--- src/rtl/irq_stack_seq.sv ---
// AVR interrupt entry/exit sequencer: pushes/pops the return PC through the
// register-file SP count interface and toggles SREG.I on entry and RETI.
`timescale 1ns/1ps
module irq_stack_seq #(
  parameter int pc22b = 0
) (
  input  logic        cp2,
  input  logic        ireset,
  input  logic        cp2en,
  input  logic        irq_req,
  input  logic [5:0]  irq_vec,
  input  logic        reti_req,
  input  logic [21:0] pc_in,
  input  logic [15:0] sp_in,
  input  logic        sreg_i,
  input  logic [7:0]  ram_din,
  output logic        sp_en,
  output logic        sp_ndown_up,
  output logic [7:0]  sreg_fl_in,
  output logic [7:0]  sreg_fl_wr_en,
  output logic [15:0] ram_adr,
  output logic [7:0]  ram_dout,
  output logic        ram_we,
  output logic        ram_re,
  output logic [21:0] pc_out,
  output logic        pc_load,
  output logic        irq_ack,
  output logic        busy,
  output logic        done
);
  localparam int NB = 2 + pc22b;

  typedef enum logic [3:0] {
    IDLE, PUSH0, PUSH1, PUSH2, VECT,
    INC0, RD0, INC1, RD1, INC2, RD2, FIN
  } state_t;

  state_t      state, state_nxt;
  logic [21:0] pc_lat;
  logic [5:0]  vec_lat;
  logic [21:0] pc_asm, asm_cur;
  logic        cap_vld;
  logic [1:0]  cap_idx;
  logic        accept, rd_now, en;
  logic [1:0]  rd_byte;
  logic        unused_bits;

  // Stack byte 2 only carries PC[21:16]; the top two RAM bits are don't-care.
  assign unused_bits = ^ram_din[7:6];
  assign en          = cp2en & ~ireset;
  assign busy        = (state != IDLE);
  assign accept      = (state == IDLE) && !reti_req && irq_req && sreg_i;

  // Pops run highest byte first, so pair 0 reads byte NB-1.
  always_comb begin
    rd_now  = 1'b0;
    rd_byte = 2'd0;
    case (state)
      RD0:     begin rd_now = 1'b1; rd_byte = 2'(NB - 1); end
      RD1:     begin rd_now = 1'b1; rd_byte = 2'(NB - 2); end
      RD2:     begin rd_now = 1'b1; rd_byte = 2'd0;       end
      default: ;
    endcase
  end

  // Read data lands one enabled cycle after RDk; merge it combinationally so
  // FIN can present the full PC in the same cycle the last byte arrives.
  always_comb begin
    asm_cur = pc_asm;
    if (cap_vld) begin
      case (cap_idx)
        2'd0:    asm_cur[7:0]   = ram_din;
        2'd1:    asm_cur[15:8]  = ram_din;
        default: asm_cur[21:16] = ram_din[5:0];
      endcase
    end
    if (pc22b == 0) asm_cur[21:16] = 6'd0;
  end

  always_ff @(posedge cp2) begin
    if (ireset) begin
      state   <= IDLE;
      pc_lat  <= '0;
      vec_lat <= '0;
      pc_asm  <= '0;
      cap_vld <= 1'b0;
      cap_idx <= 2'd0;
    end else if (cp2en) begin
      state   <= state_nxt;
      pc_asm  <= asm_cur;
      cap_vld <= rd_now;
      cap_idx <= rd_byte;
      if (accept) begin
        pc_lat  <= (pc22b != 0) ? pc_in : {6'd0, pc_in[15:0]};
        vec_lat <= irq_vec;
      end
    end
  end

  always_comb begin
    state_nxt     = state;
    sp_en         = 1'b0;
    sp_ndown_up   = 1'b0;
    sreg_fl_in    = 8'd0;
    sreg_fl_wr_en = 8'd0;
    ram_adr       = 16'd0;
    ram_dout      = 8'd0;
    ram_we        = 1'b0;
    ram_re        = 1'b0;
    pc_out        = 22'd0;
    pc_load       = 1'b0;
    irq_ack       = 1'b0;
    done          = 1'b0;
    case (state)
      IDLE: begin
        if (reti_req) state_nxt = INC0;
        else if (accept) begin
          irq_ack   = 1'b1;
          state_nxt = PUSH0;
        end
      end
      PUSH0, PUSH1, PUSH2: begin
        sp_en   = 1'b1;
        ram_we  = 1'b1;
        ram_adr = sp_in;
        case (state)
          PUSH0: begin
            ram_dout         = pc_lat[7:0];
            sreg_fl_wr_en[7] = 1'b1;
            state_nxt        = PUSH1;
          end
          PUSH1: begin
            ram_dout  = pc_lat[15:8];
            state_nxt = (pc22b != 0) ? PUSH2 : VECT;
          end
          default: begin
            ram_dout  = {2'b00, pc_lat[21:16]};
            state_nxt = VECT;
          end
        endcase
      end
      VECT: begin
        pc_load   = 1'b1;
        done      = 1'b1;
        pc_out    = {15'd0, vec_lat, 1'b0};
        state_nxt = IDLE;
      end
      INC0, INC1, INC2: begin
        sp_en       = 1'b1;
        sp_ndown_up = 1'b1;
        state_nxt   = (state == INC0) ? RD0 : (state == INC1) ? RD1 : RD2;
      end
      RD0, RD1, RD2: begin
        ram_re  = 1'b1;
        ram_adr = sp_in;
        if (state == RD0)                     state_nxt = INC1;
        else if (state == RD1 && pc22b != 0)  state_nxt = INC2;
        else                                  state_nxt = FIN;
      end
      FIN: begin
        pc_load          = 1'b1;
        done             = 1'b1;
        pc_out           = asm_cur;
        sreg_fl_wr_en[7] = 1'b1;
        sreg_fl_in[7]    = 1'b1;
        state_nxt        = IDLE;
      end
      default: state_nxt = IDLE;
    endcase
    // A stalled or resetting cycle issues nothing; the step repeats later.
    if (!en) begin
      sp_en         = 1'b0;
      sp_ndown_up   = 1'b0;
      sreg_fl_in    = 8'd0;
      sreg_fl_wr_en = 8'd0;
      ram_adr       = 16'd0;
      ram_dout      = 8'd0;
      ram_we        = 1'b0;
      ram_re        = 1'b0;
      pc_out        = 22'd0;
      pc_load       = 1'b0;
      irq_ack       = 1'b0;
      done          = 1'b0;
    end
  end
endmodule

--- config.mk ---
export PLATFORM = sky130hd
export DESIGN_NAME = irq_stack_seq
export DESIGN_NICKNAME = d
export VERILOG_FILES = /design/src/rtl/irq_stack_seq.sv
export SDC_FILE = /design/constraint.sdc
export NUM_CORES = 1
export LEC_CHECK = 0
export CAP_MARGIN = 25
export CELL_PAD_IN_SITES_DETAIL_PLACEMENT = 0
export CELL_PAD_IN_SITES_GLOBAL_PLACEMENT = 2
export CORE_ASPECT_RATIO = 0.7
export CORE_MARGIN = 2
export CORE_UTILIZATION = 23
export CTS_BUF_LIST = sky130_fd_sc_hd__clkbuf_2
export DETAILED_ROUTE_END_ITERATION = 8
export HOLD_SLACK_MARGIN = 0.08
export PLACE_DENSITY = 0.95
export SLEW_MARGIN = 20
export SYNTH_ARGS = -nofsm -noshare
export SYNTH_HDL_FRONTEND = slang
export SYNTH_SLANG_ARGS = --single-unit
--- constraint.sdc ---
create_clock -name cp2 -period 3.6 [get_ports cp2]
set_input_delay 0.72 -clock cp2 [delete_from_list [all_inputs] [get_ports cp2]]
set_output_delay 0.72 -clock cp2 [all_outputs]
set_load 0.03 [all_outputs]
**Wires at chosen ports, followed through buffers**

Bar = 50 um.
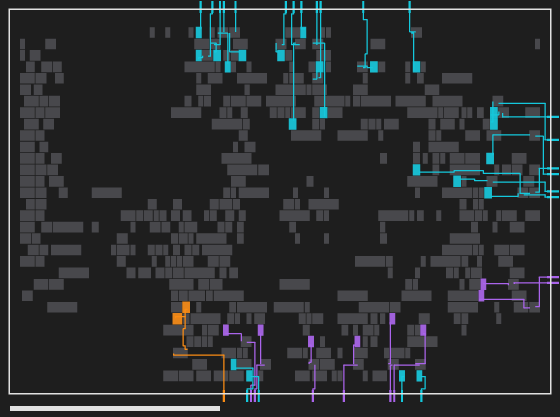
colour	port	bits	direction	end cells	wire
purple	ram_dout	8	output	8	140 um
cyan	pc_out	22	output	22	352 um
orange	irq_req	1	input	2	35.0 um
count of input and output buffers: 101
number of top-level pins: 128

**Drive-strength map**

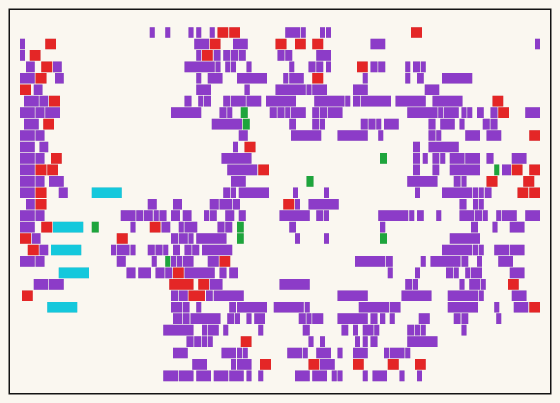
colour	size	cells	share	most used
green	drive 2	10	2.3%	clkbuf_2
cyan	drive 6 and up	5	1.2%	buf_12
purple	drive 1 or less	364	84%	nand2_1
red	drive 3 to 4	53	12%	buf_4
Signal buffers: 109
relative area change from synthesis to final layout: 40.4%
final critical-path setup slack: 179 ps

**Placed standard cells**

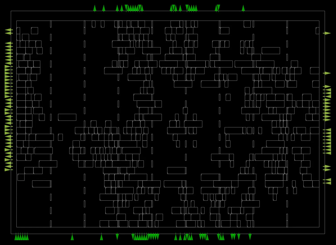
post-layout instance count excluding filler cells: 564
seq_cells: 44
Floorplan Core Area: 10400 um^2

==> impl_report.txt <==
PHYSICAL IMPLEMENTATION REPORT
----------------------------------------------------
[Pwr]
  Leading power group ........................ registers
  Power drawn by the clock network ........................ 0.000203 W

[Setup path]
  Critical Path Start ........................ cp2en
  Critical Path Stages ........................ 5
  Endpoint arrival time on the critical path ........................ 2700 ps
  Slowest stage cell, crit path ........................ or3_1
  Ordered list of cells on the worst path ........................ clkdlybuf4s50_1 -> nand2b_1 -> or3_1 -> o21ai_1 -> buf_4
  Launch point of the worst reg-to-reg path ........................ state[3]$_SDFFE_PP0P_
  Combined buffer and inverter count along the critical path ........................ 2

[Final layout]
  Biggest regs ........................ pc_asm (16), pc_lat (16), vec_lat (6)
  Finished layout cell area ........................ 3490 um^2
  Logic area ........................ 1380 um^2
  Clock buffers ........................ 5
  Layout net count ........................ 489
  Top Layout Cells ........................ nand2_1, clkdlybuf4s50_1, buf_4

[Outcome]
  Outcome ........................ completed

[Global route]
  Met2 Usage GRT ........................ 0.190
  Wire length of the first global-routing pass ........................ 11.7 mm
  Layer carrying the most global-route usage ........................ met2
  Remaining global-route overflow ........................ 0

[Detailed routing]
  DR WL/cell ........................ 12.8 um
  Number of antenna-violating nets in the routed design ........................ 0
  Total DRC errors in the routed layout ........................ 0
  Count of vias placed by the detailed router ........................ 2571
  Number of detailed-route iterations in the first pass ........................ 4
  Via/cell ratio ........................ 4.56

[Die]
  Width of the die ........................ 128 um
  Tapcells inserted ........................ 132

[Synth]
  Cell type contributing the most total cell area after synthesis ........................ dfxtp_1
  Area fraction in and, or, nand and nor cells ........................ 0.289
  Number of register bits inferred by synthesis ........................ 44
  EDFF count, synth ........................ 0
  Multiplexer share ........................ 0.0684
  Synthesized cell area ........................ 2490 um^2
  Area share of and-or/or-and cells after synthesis ........................ 0.164
  Per-instance average area after synthesis ........................ 7.26 um^2

[Timing]
  Tightest hold margin ........................ 468 ps
  Final setup vio count ........................ 0
  Setup TNS ........................ 0 ps
  Maximum clock frequency ........................ 292 MHz

[Place]
  Half-perimeter wire length of the detailed placement result ........................ 5.38 mm
  Routability-driven placement congestion ratio ........................ 0.778

[Flow run]
  MaxCap Viol Count ........................ 0

[Clock tree]
  Count of hold buffers inserted by post-cts repair ........................ 0
  Clk slew on worst S/H paths ........................ 210 ps
  Inserted Clock Buffers ........................ 5

[Min path]
  Worst hold path stage count ........................ 2

----------------------------------------------------
Power and IR drop assume default switching activity.
